## src/rtl/kbdmus_pkg.sv

```systemverilog
// Shared command codes, FSM state type and byte helpers for the
// keyboard/mouse SPI loader.
package kbdmus_pkg;

  localparam logic [7:0] CMD_KBD  = 8'h10;
  localparam logic [7:0] CMD_MUSX = 8'h20;
  localparam logic [7:0] CMD_MUSY = 8'h21;
  localparam logic [7:0] CMD_MUSB = 8'h22;

  localparam logic [2:0] KBD_BYTES = 3'd5;

  typedef enum logic [1:0] {
    ST_IDLE,
    ST_CMD,
    ST_DATA,
    ST_IGN
  } state_e;

  typedef enum logic [2:0] {
    K_NONE,
    K_KBD,
    K_MX,
    K_MY,
    K_MB
  } cmd_e;

  function automatic cmd_e cmd_decode(input logic [7:0] b);
    cmd_e c;
    unique case (1'b1)
      (b == CMD_KBD):  c = K_KBD;
      (b == CMD_MUSX): c = K_MX;
      (b == CMD_MUSY): c = K_MY;
      (b == CMD_MUSB): c = K_MB;
      default:         c = K_NONE;
    endcase
    return c;
  endfunction

  function automatic logic [7:0] kbd_byte(
    input logic [39:0] v,
    input logic [2:0]  k
  );
    logic [7:0] r;
    case (k)
      3'd0:    r = v[39:32];
      3'd1:    r = v[31:24];
      3'd2:    r = v[23:16];
      3'd3:    r = v[15:8];
      default: r = v[7:0];
    endcase
    return r;
  endfunction

endpackage

```

## src/rtl/spi_sync_edge.sv

```systemverilog
// Multi-flop synchronizer for one asynchronous SPI line, with
// rising/falling edge strobes in the fclk domain.
module spi_sync_edge #(
  parameter int   STAGES  = 2,
  parameter logic RST_VAL = 1'b0
) (
  input  logic clk,
  input  logic rst_n,
  input  logic d_i,
  output logic q_o,
  output logic rise_o,
  output logic fall_o
);

  logic [STAGES-1:0] sync_q;
  logic              prev_q;

  always_ff @(posedge clk or negedge rst_n) begin
    if (!rst_n) begin
      sync_q <= {STAGES{RST_VAL}};
      prev_q <= RST_VAL;
    end else begin
      sync_q <= {sync_q[STAGES-2:0], d_i};
      prev_q <= sync_q[STAGES-1];
    end
  end

  assign q_o    = sync_q[STAGES-1];
  assign rise_o = q_o & ~prev_q;
  assign fall_o = ~q_o & prev_q;

endmodule

```

## src/rtl/kbdmus_spi_loader.sv

```systemverilog
// SPI slave loading a 40-bit key image and mouse bytes from the AVR.
// Optional readback of overwritten bytes: KBDMUS_SPI_READBACK_EN.
module kbdmus_spi_loader
  import kbdmus_pkg::*;
#(
  parameter int SYNC_STAGES = 2
) (
  input  logic        fclk,
  input  logic        rst_n,
  input  logic        spics_n,
  input  logic        spick,
  input  logic        spidi,
  output logic        spido,
  output logic [39:0] kbd_out,
  output logic        kbd_stb,
  output logic [7:0]  mus_out,
  output logic        mus_xstb,
  output logic        mus_ystb,
  output logic        mus_btnstb
);

  logic cs_q, cs_rise, cs_fall;
  logic ck_q, ck_rise, ck_fall;
  logic di_q, di_rise, di_fall;

  spi_sync_edge #(.STAGES(SYNC_STAGES), .RST_VAL(1'b1)) u_cs (
    .clk(fclk), .rst_n(rst_n), .d_i(spics_n),
    .q_o(cs_q), .rise_o(cs_rise), .fall_o(cs_fall)
  );

  spi_sync_edge #(.STAGES(SYNC_STAGES), .RST_VAL(1'b0)) u_ck (
    .clk(fclk), .rst_n(rst_n), .d_i(spick),
    .q_o(ck_q), .rise_o(ck_rise), .fall_o(ck_fall)
  );

  spi_sync_edge #(.STAGES(SYNC_STAGES), .RST_VAL(1'b0)) u_di (
    .clk(fclk), .rst_n(rst_n), .d_i(spidi),
    .q_o(di_q), .rise_o(di_rise), .fall_o(di_fall)
  );

  logic unused_edges;
  assign unused_edges = ^{cs_rise, cs_fall, ck_q, ck_fall,
                          di_rise, di_fall};

  state_e      state_q, state_d;
  cmd_e        cmd_q;
  logic [2:0]  bit_q, idx_q;
  logic [6:0]  sh_q;
  logic [39:0] shadow_q, kbd_q;
  logic [7:0]  mus_q, byte_w;
  logic [5:0]  kpos;
  logic        smp, byte_done, data_done, last;
  logic        kbd_stb_q, kbd_stb_d;
  logic        mx_q, mx_d, my_q, my_d, mb_q, mb_d;

  assign smp       = ck_rise & ~cs_q & (state_q != ST_IDLE);
  assign byte_done = smp & (bit_q == 3'd7);
  assign data_done = byte_done & (state_q == ST_DATA);
  assign byte_w    = {sh_q, di_q};
  assign kpos      = 6'd32 - {idx_q, 3'b000};
  assign last      = (cmd_q != K_KBD) | (idx_q == KBD_BYTES - 3'd1);

  always_ff @(posedge fclk or negedge rst_n) begin
    if (!rst_n) state_q <= ST_IDLE;
    else        state_q <= state_d;
  end

  always_comb begin
    state_d = state_q;
    unique case (state_q)
      ST_IDLE: if (!cs_q) state_d = ST_CMD;
      ST_CMD:
        if (byte_done)
          state_d = (cmd_decode(byte_w) != K_NONE) ? ST_DATA : ST_IGN;
      ST_DATA: if (byte_done && last) state_d = ST_IGN;
      default: state_d = state_q;
    endcase
    if (cs_q) state_d = ST_IDLE;
  end

  always_comb begin
    kbd_stb_d = 1'b0;
    mx_d      = 1'b0;
    my_d      = 1'b0;
    mb_d      = 1'b0;
    if (data_done) begin
      unique case (cmd_q)
        K_KBD:   kbd_stb_d = last;
        K_MX:    mx_d = 1'b1;
        K_MY:    my_d = 1'b1;
        K_MB:    mb_d = 1'b1;
        default: ;
      endcase
    end
  end

  always_ff @(posedge fclk or negedge rst_n) begin
    if (!rst_n) begin
      bit_q     <= 3'd0;
      idx_q     <= 3'd0;
      sh_q      <= 7'd0;
      cmd_q     <= K_NONE;
      shadow_q  <= 40'h0;
      kbd_q     <= 40'h0;
      mus_q     <= 8'hFF;
      kbd_stb_q <= 1'b0;
      mx_q      <= 1'b0;
      my_q      <= 1'b0;
      mb_q      <= 1'b0;
    end else begin
      kbd_stb_q <= kbd_stb_d;
      mx_q      <= mx_d;
      my_q      <= my_d;
      mb_q      <= mb_d;
      // Idle clears everything per-transaction, dropping partial data.
      if (state_q == ST_IDLE) begin
        bit_q    <= 3'd0;
        idx_q    <= 3'd0;
        shadow_q <= 40'h0;
      end else if (smp) begin
        bit_q <= bit_q + 3'd1;
        sh_q  <= byte_w[6:0];
      end
      if (state_q == ST_CMD && byte_done)
        cmd_q <= cmd_decode(byte_w);
      if (data_done) begin
        idx_q <= idx_q + 3'd1;
        if (cmd_q == K_KBD) shadow_q[kpos +: 8] <= byte_w;
      end
      if (kbd_stb_d)
        kbd_q <= {shadow_q[39:8], byte_w};
      if (mx_d | my_d | mb_d)
        mus_q <= byte_w;
    end
  end

`ifdef KBDMUS_SPI_READBACK_EN
  logic [7:0] rb_q;

  // First fall after a completed byte keeps the MSB on the line.
  always_ff @(posedge fclk or negedge rst_n) begin
    if (!rst_n) begin
      rb_q <= 8'h00;
    end else if (state_q == ST_CMD && byte_done) begin
      rb_q <= (cmd_decode(byte_w) == K_KBD) ? kbd_q[39:32] : mus_q;
    end else if (data_done) begin
      rb_q <= kbd_byte(kbd_q, idx_q + 3'd1);
    end else if (state_q == ST_DATA && ck_fall && bit_q != 3'd0) begin
      rb_q <= {rb_q[6:0], 1'b0};
    end
  end

  assign spido = (state_q == ST_DATA) & rb_q[7];
`else
  assign spido = 1'b0;
`endif

  assign kbd_out    = kbd_q;
  assign kbd_stb    = kbd_stb_q;
  assign mus_out    = mus_q;
  assign mus_xstb   = mx_q;
  assign mus_ystb   = my_q;
  assign mus_btnstb = mb_q;

endmodule
```

## config.mk

```make
export PLATFORM = sky130hd
export DESIGN_NAME = kbdmus_spi_loader
export DESIGN_NICKNAME = d
export VERILOG_FILES = /design/src/rtl/kbdmus_pkg.sv /design/src/rtl/spi_sync_edge.sv /design/src/rtl/kbdmus_spi_loader.sv
export SDC_FILE = /design/constraint.sdc
export NUM_CORES = 1
export LEC_CHECK = 0
export CORE_MARGIN = 8
export CORE_UTILIZATION = 40
export DETAILED_ROUTE_END_ITERATION = 8
export SYNTH_ARGS = -nofsm -noshare
export SYNTH_HDL_FRONTEND = slang
export SYNTH_HIERARCHICAL = 1
export SYNTH_SLANG_ARGS = --single-unit
```

## constraint.sdc

```tcl
create_clock -name fclk -period 2.8 [get_ports fclk]
set_input_delay 0.84 -clock fclk [delete_from_list [all_inputs] [get_ports fclk]]
set_output_delay 0.84 -clock fclk [all_outputs]
set_load 0.01 [all_outputs]
```

==> run_results.csv <==
group,metric,value,unit
final_timing,timing.final.crit_share,93.7,%
cts,worst_setup_hold_path_clk_slew,60,ps
final_timing,worst_hold_slack,348,ps
finish,stdcell_count,533,
placed_design,placement.io_buffers,56,
global_route,global_route.usage.total,12.8,%
critical_path,cp_data_required_time,3020,ps
power,power.clock.fraction,34.4,%
final_timing,period_needed,2620,ps
global_route,grt_pass1_vias,2851,
power,power-per-cell-area,610,nW/µm²
global_route,initial_antenna_violation_count,0,
finish,finish.instance_area,5530,µm²
global_route,pin_count_of_the_biggest_net_entering_global_routing,44,
floorplanning,die_width,123,µm
yosys,synthesized_cell_area,4540,µm²
floorplanning,io-pin-count,58,
critical_path,rrSetupSlack,180,ps
cts,post-cts-setup-buffers,0,
power,pg_seq,1.77,mW
detailed_routing,route.detailed.wl_per_inst,17.3,µm
detailed_routing,iter_0_drt_violations,152,
floorplanning,die.size.y,123,µm
cts,cts.hold.buffers_added,0,
cts,h-tree-depth,3,
finish,finish.utilization,49.1,%
critical_path,critPathCaptureType,"register",
cts,clock_tree_from_tritoncts,"done",
cts,resized_cells_post_cts,0,
placed_design,gp_routability_congestion,0.842,
finish,layout.cells.most_common,"dfrtp_1",
final_timing,setup_viol_count_final,0,
critical_path,worst_case_reg_to_reg_path_depth,9,
detailed_routing,vias_per_cell,5.10,
power,power_frac_seq,52.5,%
critical_path,worstPathCellList,"inv_1, ha_1, ha_1, inv_1, ha_2, nand4_1, nor4bb_2, buf_4, mux2_2",
global_route,globalRouteOverflowTotal,0,
power,p_comb,0.439,mW
power,total_power,3.37,mW
floorplanning,core_area,11300,µm²
finish,largest_register_ffs,40,
critical_path,crit_arrival,2850,ps
floorplanning,floorplan.die_area,15000,µm²
critical_path,launch_point_of_the_critical_path,"idx_q[1]",
outcome,outcome,"complete, no violations",
critical_path,path_depth,9,
placed_design,place_hpwl,6.33,mm
power,ir_worst_vdd,0.000416,V
global_route,grt_first_pass_wirelength,15.0,mm
## final cells by class
class / count / area, µm²
clock inverter: 3 / 22.5
sequential: 109 / 2740
clock buffer: 12 / 246
inverter: 8 / 30.0
multi-input combinational: 195 / 1680
timing repair buffer: 63 / 636
fill: 984 / 5740
tap: 143 / 179
## how the worst min path moves through the flow
stage                        start             end  depth (start not counted)
floorplan           u_ck/sync_q[0]  u_ck/sync_q[1]                          0
global placement    u_di/sync_q[0]  u_di/sync_q[1]                          0
detailed placement  u_ck/sync_q[0]  u_ck/sync_q[1]                          0
CTS                 u_ck/sync_q[0]  u_ck/sync_q[1]                          0
global route        u_ck/sync_q[0]  u_ck/sync_q[1]                          0
finish              u_ck/sync_q[0]  u_ck/sync_q[1]                          0
Clock routing:
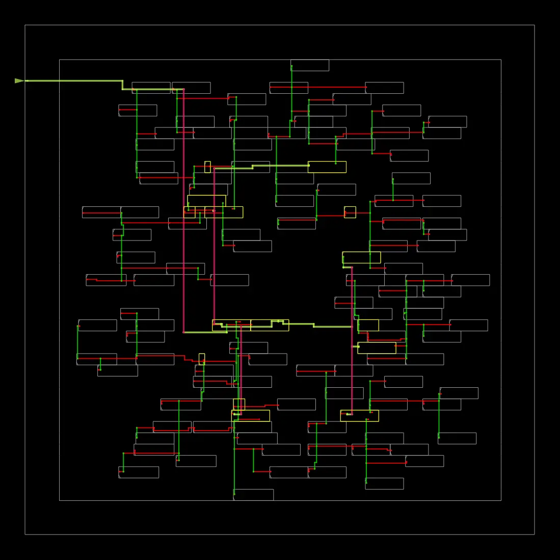
clkbuf count: 12
total CTS buffers: 9
flip-flop and latch count: 109
clock latency of the later-clocked register in the worst-skew pair: 340 ps

Wiring by layer:
Two of the layers only.
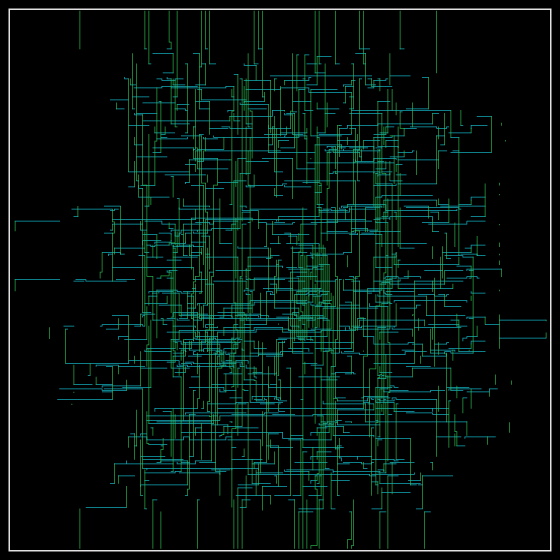
| layer | color | wire length |
|---|---|---|
| metal 2 | green | 4,680 µm |
| metal 1 | cyan | 4,000 µm |

Sequential cells grouped by signal name:
The bar under the picture is 20 µm long. Other sequential cells in the stronger gray, the rest of the logic in the fainter gray.
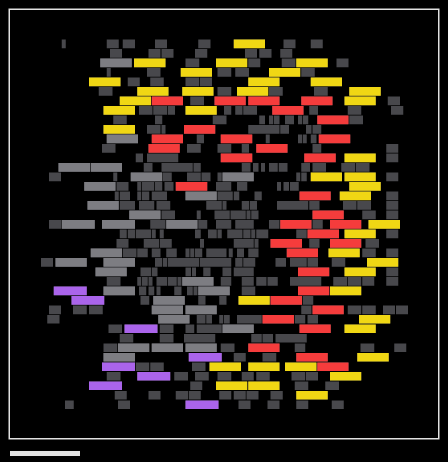
| netlist name | color | placed flops |
|---|---|---|
| mus_out | purple | 8 |
| kbd_out | yellow | 40 |
| shadow_q | red | 32 |

Power is estimated from default activity; no workload was simulated.
